## config.mk

```make
export PLATFORM = sky130hd
export DESIGN_NAME = fft_mem_sequencer
export DESIGN_NICKNAME = d
export VERILOG_FILES = /design/src/rtl/fft_mem_sequencer.sv
export SDC_FILE = /design/constraint.sdc
export NUM_CORES = 1
export LEC_CHECK = 0
export CAP_MARGIN = 40
export CORE_MARGIN = 1.5
export CORE_UTILIZATION = 58
export DETAILED_ROUTE_END_ITERATION = 16
export PLACE_DENSITY = 0.8
export SETUP_SLACK_MARGIN = 0.1
export SLEW_MARGIN = 5
export SYNTH_ARGS = -nofsm -noshare
export SYNTH_HDL_FRONTEND = slang
export SYNTH_SLANG_ARGS = --single-unit
```

## constraint.sdc

```tcl
create_clock -name clk -period 6.67 [get_ports clk]
set_input_delay 0.667 -clock clk [delete_from_list [all_inputs] [get_ports clk]]
set_output_delay 0.667 -clock clk [all_outputs]
set_load 0.005 [all_outputs]
```

## src/rtl/fft_mem_sequencer.sv

```systemverilog
// Stage/butterfly address sequencer for an in-place radix-2 DIT FFT on a dual-port SRAM.
// Read addresses are registered; a BFLY_LAT-deep delay line turns them into write addresses.
module fft_mem_sequencer #(
  parameter int BFLY_LAT = 2,
  parameter int ADDR_W   = 9,
  parameter int TW_W     = 8
) (
  input  logic              clk,
  input  logic              rst_n,
  input  logic              start,
  input  logic [3:0]        log2n,
  output logic              busy,
  output logic              done,
  output logic              cfg_err,
  output logic              rd_en,
  output logic [ADDR_W-1:0] rd_addr1,
  output logic [ADDR_W-1:0] rd_addr2,
  output logic [TW_W-1:0]   tw_addr,
  output logic [3:0]        stage,
  output logic              wr_en,
  output logic [ADDR_W-1:0] wr_addr1,
  output logic [ADDR_W-1:0] wr_addr2
);

  localparam int BW = ADDR_W - 1;
  localparam int XW = ADDR_W + 1;
  localparam logic [2:0] LAT_M1 = 3'(BFLY_LAT - 1);

  typedef enum logic [2:0] {IDLE, READ, BUBBLE, DRAIN, DONE} state_t;

  state_t          state_q, state_d;
  logic [3:0]      l_q, l_d;
  logic [3:0]      s_q, s_d;
  logic [BW-1:0]   b_q, b_d;
  logic [2:0]      cnt_q, cnt_d;
  logic            cfgErr_d;
  logic [BW-1:0]   lastB;

  logic              busy_q, done_q, cfgErr_q, rdEn_q;
  logic [ADDR_W-1:0] rdAddr1_q, rdAddr2_q;
  logic [TW_W-1:0]   twAddr_q;
  logic [3:0]        stage_q;

  assign lastB = BW'((XW'(1) << (l_q - 4'd1)) - XW'(1));

  always_comb begin
    state_d  = state_q;
    l_d      = l_q;
    s_d      = s_q;
    b_d      = b_q;
    cnt_d    = cnt_q;
    cfgErr_d = 1'b0;
    case (state_q)
      IDLE: begin
        if (start) begin
          if (log2n >= 4'd3 && log2n <= 4'd9) begin
            l_d     = log2n;
            s_d     = 4'd0;
            b_d     = '0;
            state_d = READ;
          end else begin
            cfgErr_d = 1'b1;
          end
        end
      end
      READ: begin
        if (b_q == lastB) begin
          cnt_d   = 3'd0;
          state_d = (s_q == l_q - 4'd1) ? DRAIN : BUBBLE;
        end else begin
          b_d = b_q + BW'(1);
        end
      end
      BUBBLE: begin
        if (cnt_q == LAT_M1) begin
          s_d     = s_q + 4'd1;
          b_d     = '0;
          state_d = READ;
        end else begin
          cnt_d = cnt_q + 3'd1;
        end
      end
      DRAIN: begin
        if (cnt_q == LAT_M1) state_d = DONE;
        else                 cnt_d   = cnt_q + 3'd1;
      end
      DONE:    state_d = IDLE;
      default: state_d = IDLE;
    endcase
  end

  // Addresses are derived from the next butterfly so they can be registered alongside rd_en.
  logic [XW-1:0] h, bExt, j, g, a1, a2, twFull;
  assign h      = XW'(1) << s_d;
  assign bExt   = XW'(b_d);
  assign j      = bExt & (h - XW'(1));
  assign g      = bExt >> s_d;
  assign a1     = (g << (s_d + 4'd1)) | j;
  assign a2     = a1 + h;
  assign twFull = j << (4'(TW_W) - s_d);

  always_ff @(posedge clk or negedge rst_n) begin
    if (!rst_n) begin
      state_q   <= IDLE;
      l_q       <= '0;
      s_q       <= '0;
      b_q       <= '0;
      cnt_q     <= '0;
      busy_q    <= 1'b0;
      done_q    <= 1'b0;
      cfgErr_q  <= 1'b0;
      rdEn_q    <= 1'b0;
      rdAddr1_q <= '0;
      rdAddr2_q <= '0;
      twAddr_q  <= '0;
      stage_q   <= '0;
    end else begin
      state_q  <= state_d;
      l_q      <= l_d;
      s_q      <= s_d;
      b_q      <= b_d;
      cnt_q    <= cnt_d;
      busy_q   <= (state_d == READ) || (state_d == BUBBLE) || (state_d == DRAIN);
      done_q   <= (state_d == DONE);
      cfgErr_q <= cfgErr_d;
      rdEn_q   <= (state_d == READ);
      if (state_d == READ) begin
        rdAddr1_q <= a1[ADDR_W-1:0];
        rdAddr2_q <= a2[ADDR_W-1:0];
        twAddr_q  <= twFull[TW_W-1:0];
        stage_q   <= s_d;
      end
    end
  end

  // Write-side delay line matching the butterfly pipeline depth.
  logic              wrEnPipe_q [BFLY_LAT];
  logic [ADDR_W-1:0] wrA1Pipe_q [BFLY_LAT];
  logic [ADDR_W-1:0] wrA2Pipe_q [BFLY_LAT];

  always_ff @(posedge clk or negedge rst_n) begin
    if (!rst_n) begin
      for (int i = 0; i < BFLY_LAT; i++) begin
        wrEnPipe_q[i] <= 1'b0;
        wrA1Pipe_q[i] <= '0;
        wrA2Pipe_q[i] <= '0;
      end
    end else begin
      wrEnPipe_q[0] <= rdEn_q;
      wrA1Pipe_q[0] <= rdAddr1_q;
      wrA2Pipe_q[0] <= rdAddr2_q;
      for (int i = 1; i < BFLY_LAT; i++) begin
        wrEnPipe_q[i] <= wrEnPipe_q[i-1];
        wrA1Pipe_q[i] <= wrA1Pipe_q[i-1];
        wrA2Pipe_q[i] <= wrA2Pipe_q[i-1];
      end
    end
  end

  assign busy     = busy_q;
  assign done     = done_q;
  assign cfg_err  = cfgErr_q;
  assign rd_en    = rdEn_q;
  assign rd_addr1 = rdAddr1_q;
  assign rd_addr2 = rdAddr2_q;
  assign tw_addr  = twAddr_q;
  assign stage    = stage_q;
  assign wr_en    = wrEnPipe_q[BFLY_LAT-1];
  assign wr_addr1 = wrA1Pipe_q[BFLY_LAT-1];
  assign wr_addr2 = wrA2Pipe_q[BFLY_LAT-1];

endmodule

```

==> out/qor.yml, run 1 <==
placed_area_um2: 6850
io_pins: 60
cpPeakStageDelay_ns: 0.48
tritoncts: "done"
layout_top_cell: "dfrtp_1"
slew_headroom_pct: 52.4
cp.arrival_ns: 6.54
fin_ws_ns: 0.429
routedWlPerCell_um: 19.6
hold_viol: 0
fillers: 805
leakage_nw: 3.14
finalCriticalPeriod_ns: 6.24
clk_latency_ns: 0.38
slew_violations: 0
n_antenna_cell: 0
dp_hpwl_mm: 12.3
overflow: 0
postSynthSeqShare_pct: 38.0
cp-end-kind: "flip-flop"
power_density_nw_per_um2: 578
startpoint_type: "flip-flop"
ys_top_logic_family: "AND-OR/OR-AND gates"
synth_nets: 702
grt_setup_unrepaired: "no"
ys_sh_simple_pct: 17.8
htree_levels: 3
outcome: "completed"
yosys_cells: 667
yosysChipArea_um2: 6190
fin_nets: 749
root_buffer: "clkbuf_8"
worstPathMaxFanout: 15
ys_async_sr_fraction_pct: 100
synth_warnings: 0
grt_max_degree: 55
tightestPinTransition_ns: 0.708
wirelength_mm: 16.8
finalSetupViolations: 0
netlist_area_um2: 6190
peakVddDrop_mv: 0.391
synthFlopType: "dfrtp_1"
warnings: 36
drt_drc_violations_left: 0
first_global_vias: 5099
finalClockPeriodUsage_pct: 93.6
clock_sinks: 94
grt_pass1_wl_mm: 27.0
yosys-mux-area-fraction_pct: 4.51
die_w_um: 106
drtAntennaViolNets: 0
final_cell_mix: "dfrtp_1, nand2_1, clkdlybuf4s50_1, nor2_1, o21ai_0"
synthCells: 667
cts_buffers: 9
ys.flops: 94
dp_slack_ns: 0.107
edf_count: 0
max_freq_mhz: 160
setup_tns_ns: 0
crit_type: "flip-flop to flip-flop"
[run 1: flip-flops by register name, indices dropped and copies added (netlist names), 3 cells and up]
register,flops
rd_addr1,9
rd_addr2,9
l_q,4
wrA2Pipe_q,9
tw_addr,8
wr_addr1,9
cnt_q,3
b_q,8
state_q,3
s_q,4
wrA1Pipe_q,9
stage,4
wr_addr2,9
[run 1: cell families (layout without fill, tap and decap cells)]
logic type | after synthesis | after routing
and+or+nand+nor | 217 | 217
AOI/OAI and AO/OA | 191 | 191
DFF | 94 | 94
buffers and inverters | 83 | 135
xor gates and xnor gates | 29 | 29
adders and majority gates | 28 | 28
muxes | 25 | 25
[run 1: power breakdown]
group	internal [mW]	total, mW	switching (mW)
combinational	1.23	2.79	1.56
clock	0.144	0.372	0.228
sequential	0.781	0.979	0.198
[run 1: cell type report]
cell class	instances	area, um^2	share of cell area, %
clock buffers	9	124	1.73
clock inverters	7	63.8	0.891
inverters	27	101	1.42
multi-input cells	490	3490	48.8
flip-flops and latches	94	2350	32.9
well taps	136	170	2.38
repair buffers	92	852	11.9
[run 1: critical path, delay by kind of cell, from the launching register on]
| kind | cells | cell delay [ns] |
|---|---|---|
| AND-OR/OR-AND | 16 | 3.20 |
| XOR/XNOR | 2 | 0.27 |
| adder cells (fa/ha/maj) | 3 | 0.91 |
| buffers and inverters | 2 | 0.30 |
| flip-flops | 1 | 0.48 |
| AND/OR/NAND/NOR | 5 | 0.99 |
[run 1: timing repair]
action	CTS	global route
endpoints found under the setup margin	1	4
pin swaps	0	4
setup buffers	0	6
resized	1	15
[run 1: worst paths after layout]
kind                                      from       endpoint  slack (ns)
max in group asynchronous                rst_n  wrA2Pipe_q[9]        5.35
worst max-delay path                    l_q[1]    rd_addr2[8]        0.43
min in group clk                wrA1Pipe_q[15]    wr_addr1[6]        0.35
worst min-delay path                     rst_n         l_q[0]        0.26
worst max register to register          l_q[1]    rd_addr2[8]        0.43
worst min register to register  wrA1Pipe_q[15]    wr_addr1[6]        0.35
[run 1: through the flow]
stage	instances	power, mW
4_1_cts	849	4.01
5_1_grt	855	4.45
3_3_place_gp	833	3.56
3_5_place_dp	833	3.61
6_report	855	4.14
2_1_floorplan	667	2.83
[run 1: metal layers]
metal	track usage (%)	wire (um)
met5	0	0
met1	44.3	7800
met3	5.58	925
met2	47.6	7830
met4	8.59	236
[run 1: Yosys cell counts, drive strengths merged, types with 11 or more instances]
master / n / area share [%]
a21oi: 35 / 2.8
and3: 13 / 1.3
buf: 34 / 3.7
clkbuf: 22 / 1.4
dfrtp: 94 / 38
ha: 27 / 5.5
inv: 24 / 1.5
mux2: 13 / 2.4
mux2i: 11 / 1.8
nand2: 69 / 4.2
nand3: 23 / 1.9
nor2: 41 / 2.6
nor3: 14 / 1.3
o21ai: 43 / 3.5
xnor2: 22 / 3.7
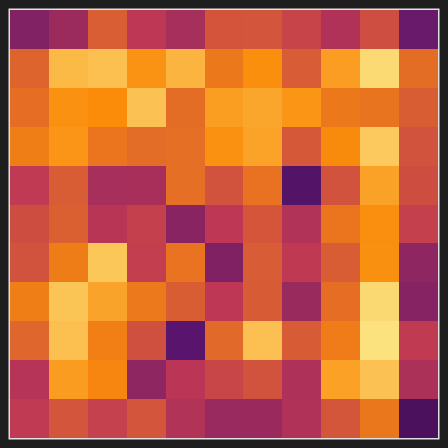
**Above:** run 1 (placement density heat map).
11 x 11 tiles, from black (low) to pale yellow (high), 0 to 100% covered.
The fullest tile reaches 94%. 24% of the tiles are over 75% full. The mean over all tiles is 62%.
core area: 10,300 um^2
post-layout util: 69.3%
starting density of the core: 60.0%

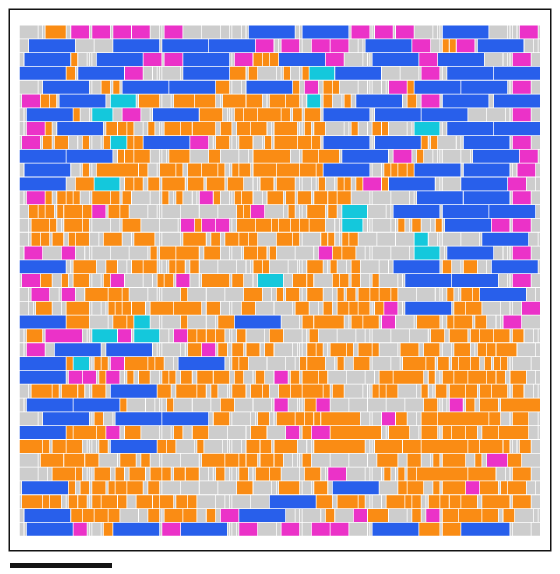
**Above:** run 1 (placed cells, one colour a class).
Bar = 20 um. Fill, decap, tap and diode cells in grey.
Key: orange = remaining logic cells [cells 517]; cyan = clock drivers and dummy loads [cells 16]; blue = registers [cells 94]; magenta = remaining buffers and delay cells [cells 92]
post-route cell area: 7160 um^2
Seq area share: 32.9%
row count: 37

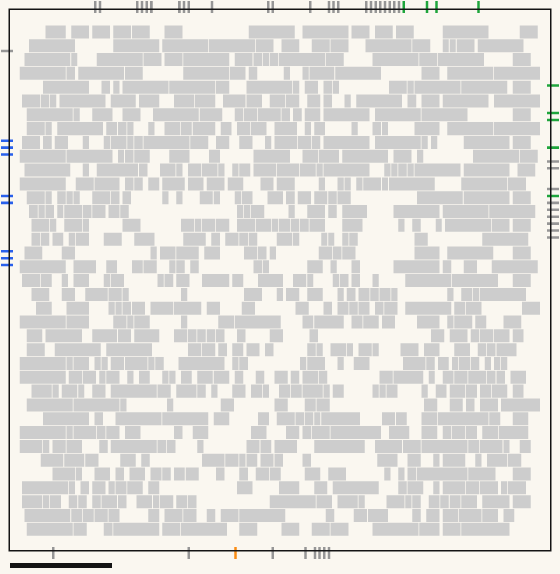
**Above:** run 1 (I/O pins on the die edge).
Bar = 20 um. Pins as bars across the die edge, other pins in grey.
Key: blue = `tw_addr` [pins 8, direction output, edge left]; green = `wr_addr2` [pins 9, direction output, edge 5 right, 4 top]; orange = `start` [pins 1, direction input, edge bottom]

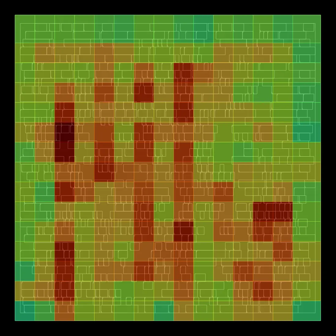
**Above:** run 1 (routing congestion map).
met2 GRT Util: 47.6%
gr busiest metal: met2
global-route usage over all layers: 30.8%

## Run 2: what changed since run 1
- CORE_MARGIN: 1.5 -> unset
- CORE_UTILIZATION: 58 -> 60
- DONT_BUFFER_PORTS: unset -> 1
- PLACE_DENSITY: 0.8 -> 0.83
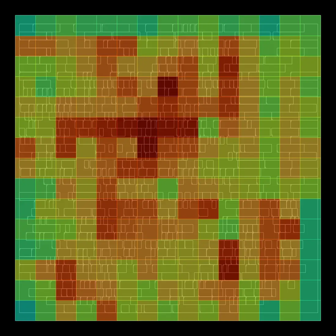
**Above:** run 2 (routing congestion map).
WL per Instance: 20.2 um
met1 Resource Use GR: 43.0%
post-layout util: 65.8%

==> run 2 against run 1 <==
Against the previous run: register-to-register slack hardly changed; non-clock buffer count is 69 lower; wire length decreased by 5.8%; maximum frequency decreased by 0.17%; critical path depth shrank 2; clock power increased by 9.7%; clock-buffer cell count grew 2; highest routed layer unchanged.
==> out/qor.yml, run 2 <==
outcome: "completed"
synthFlopType: "dfrtp_1"
vias_per_cell: 6.62
critPathSlowestCell: "fa_1"
fp_util_pct: 62.5
postSynthSeqShare_pct: 38.0
final_cell_mix: "dfrtp_1, nand2_1, nor2_1, o21ai_0, a21oi_1"
drtIter0Drc: 425
first_global_vias: 5133
grt_pass1_wl_mm: 26.5
largest_area_cell: "dfrtp_1"
vias: 5187
critPathRequiredTime_ns: 6.96
grtUsageTotal_pct: 31.0
cts.clk_slew.worst_paths_ns: 0.10
die-height_um: 104
crit_type: "flip-flop to flip-flop"
finalClockPeriodUsage_pct: 93.7
fin_worst_skew_ns: 0.0155
root_buffer: "clkbuf_8"
max_freq_mhz: 160
cp-end-kind: "flip-flop"
layout_top_cell: "dfrtp_1"
clock_sinks: 94
area_leaders: "dfrtp_1, ha_1, nand2_1, o21ai_0, a21oi_1"
drive_above_1_share_pct: 14.0
slew_violations: 0
io_pins: 60
overflow: 0
yosysChipArea_um2: 6190
fillers: 796
core_area_um2: 9910
n_antenna_cell: 0
power_density_nw_per_um2: 600
synth_warnings: 0
synthCells: 667
finalSetupViolations: 0
htree_levels: 3
place_congestion: 0.988
worstPathMaxFanout: 11
dp_hpwl_mm: 11.5
cts_buffer_depth: 2
hold_viol: 0
path_common_cell: "a21o_1"
area_growth_syn_to_layout_pct: 5.34
cts_buffers: 9
netlist_area_um2: 6190
leakage_nw: 2.89
warnings: 36
slew_headroom_pct: 46.7
ys_async_sr_fraction_pct: 100
placed_area_um2: 6200
num_rows: 36
finalCriticalPeriod_ns: 6.25
hold_slack_ns: 0.138
top_area_share_pct: 38.0
cp.arrival_ns: 6.54
synth.most_common_cell: "dfrtp_1"
tritoncts: "done"
common_cells: "dfrtp_1, nand2_1, nor2_1"
peakVddDrop_mv: 0.527
cpPeakStageDelay_ns: 0.45
setup_tns_ns: 0
antenna_found_initial: 0
startpoint_type: "flip-flop"
edf_count: 0
stdcell_area_um2: 6520
ys.flops: 94
grt_setup_unrepaired: "no"
drt_drc_violations_left: 0
yosys_cells: 667
crit_start: "l_q[1]"
die_w_um: 104
drtAntennaViolNets: 0
synth_cell_type_count: 93
dr.pass1.iters: 5
tightestPinTransition_ns: 0.792
grt_max_degree: 95
port_buffers: 0
worst_hold_path_type: "input pin to asynchronous set/reset pin"
fin_nets: 680
synth_nets: 702
die_area_um2: 10700
cap_violations: 0
regToRegStartpoint: "l_q[1]"
wirelength_mm: 15.8
syn_avg_cell_area_um2: 9.28
clk_latency_ns: 0.38
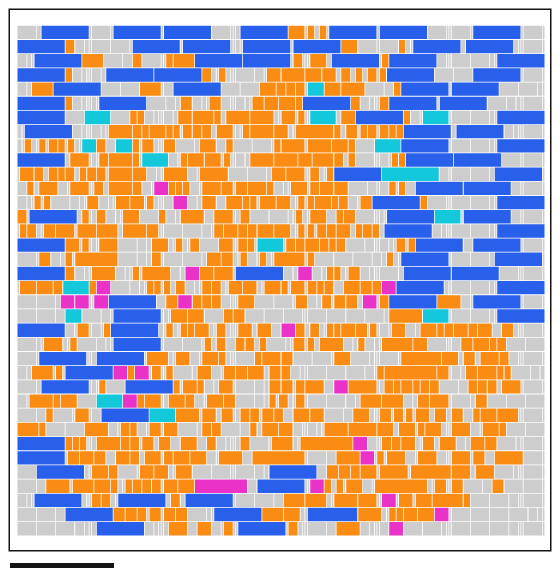
**Above:** run 2 (placed cells, one colour a class).
Bar = 20 um. Fill, decap, tap and diode cells in grey.
Key: cyan = clock drivers and dummy loads [cells 16]; orange = remaining logic cells [cells 517]; blue = registers [cells 94]; magenta = remaining buffers and delay cells [cells 23]

==> run 2: cell counts after synthesis <==
No cell type changed its count.
==> run 2: cell type report <==
cell class	instances	area, um^2	share of cell area, %
Sequential cell	94	2350	36.1
Timing Repair Buffer	23	193	2.95
Tap cell	133	166	2.55
Clock buffer	11	151	2.32
Inverter	27	101	1.55
Multi-Input combinational cell	490	3490	53.5
Clock inverter	5	63.8	0.979
==> run 2: critical path: cells and delay by family, from the launching register on <==
family,cells,cell delay [ns]
fa+ha+maj,3,1.01
simple gates,4,0.68
xor+xnor,2,0.30
buf+inv,1,0.09
flops,1,0.43
compound gates,16,3.65
==> run 2: metal layers <==
| layer | global-route usage (%) | share of wire (%) |
|---|---|---|
| met4 | 10.5 | 2.3 |
| met2 | 49.5 | 47 |
| met1 | 43.0 | 45 |
| met5 | 0 | 0 |
| met3 | 5.22 | 6.4 |
==> run 2: cell families (layout without fill, tap and decap cells) <==
logic type / after synthesis / count (layout) / synth area share, %
multiplexers: 25 / 25 / 4.51
buffers and inverters: 83 / 66 / 6.67
AND/OR/NAND/NOR: 217 / 217 / 17.8
XOR/XNOR: 29 / 29 / 4.71
adder cells (fa/ha/maj): 28 / 28 / 5.78
flip-flops: 94 / 94 / 38.0
AND-OR/OR-AND: 191 / 191 / 22.6
==> run 2: report_power, final <==
group,switching [mW],internal [mW],leakage [nW]
Sequential,0.223,0.782,1.21
Combinational,1.49,1.01,1.57
Clock,0.211,0.198,0.107
==> run 2: stage by stage <==
step | setup slack, ns | std cells | total power [mW]
after detailed placement | 0.0214 | 764 | 3.36
after global routing | 0.0772 | 783 | 4.21
final | 0.418 | 783 | 3.91
after floorplan | 0.607 | 667 | 2.83
after global placement | 0.430 | 764 | 3.29
after CTS | 0.155 | 781 | 3.80
==> run 2: timing repair <==
item,4_1_cts,5_1_grt
setup buffers,0,2
hold endpoints to repair,94,0
pin swaps,0,3
setup endpoints to repair,1,2
gates resized,2,11
hold buffers,1,0
==> run 2: worst paths after layout <==
path	slack, ns	cells past startpoint	end
min in group clk	0.34	0	wr_addr1[3]
setup reg to reg	0.42	26	rd_addr2[8]
hold reg to reg	0.34	0	wr_addr1[3]
max in group asynchronous	6.09	1	wr_addr2[0]
setup / recovery	0.42	26	rd_addr2[8]
hold / removal	0.14	1	l_q[3]
Power figures rest on the tool's default switching activity, not on a simulated workload.
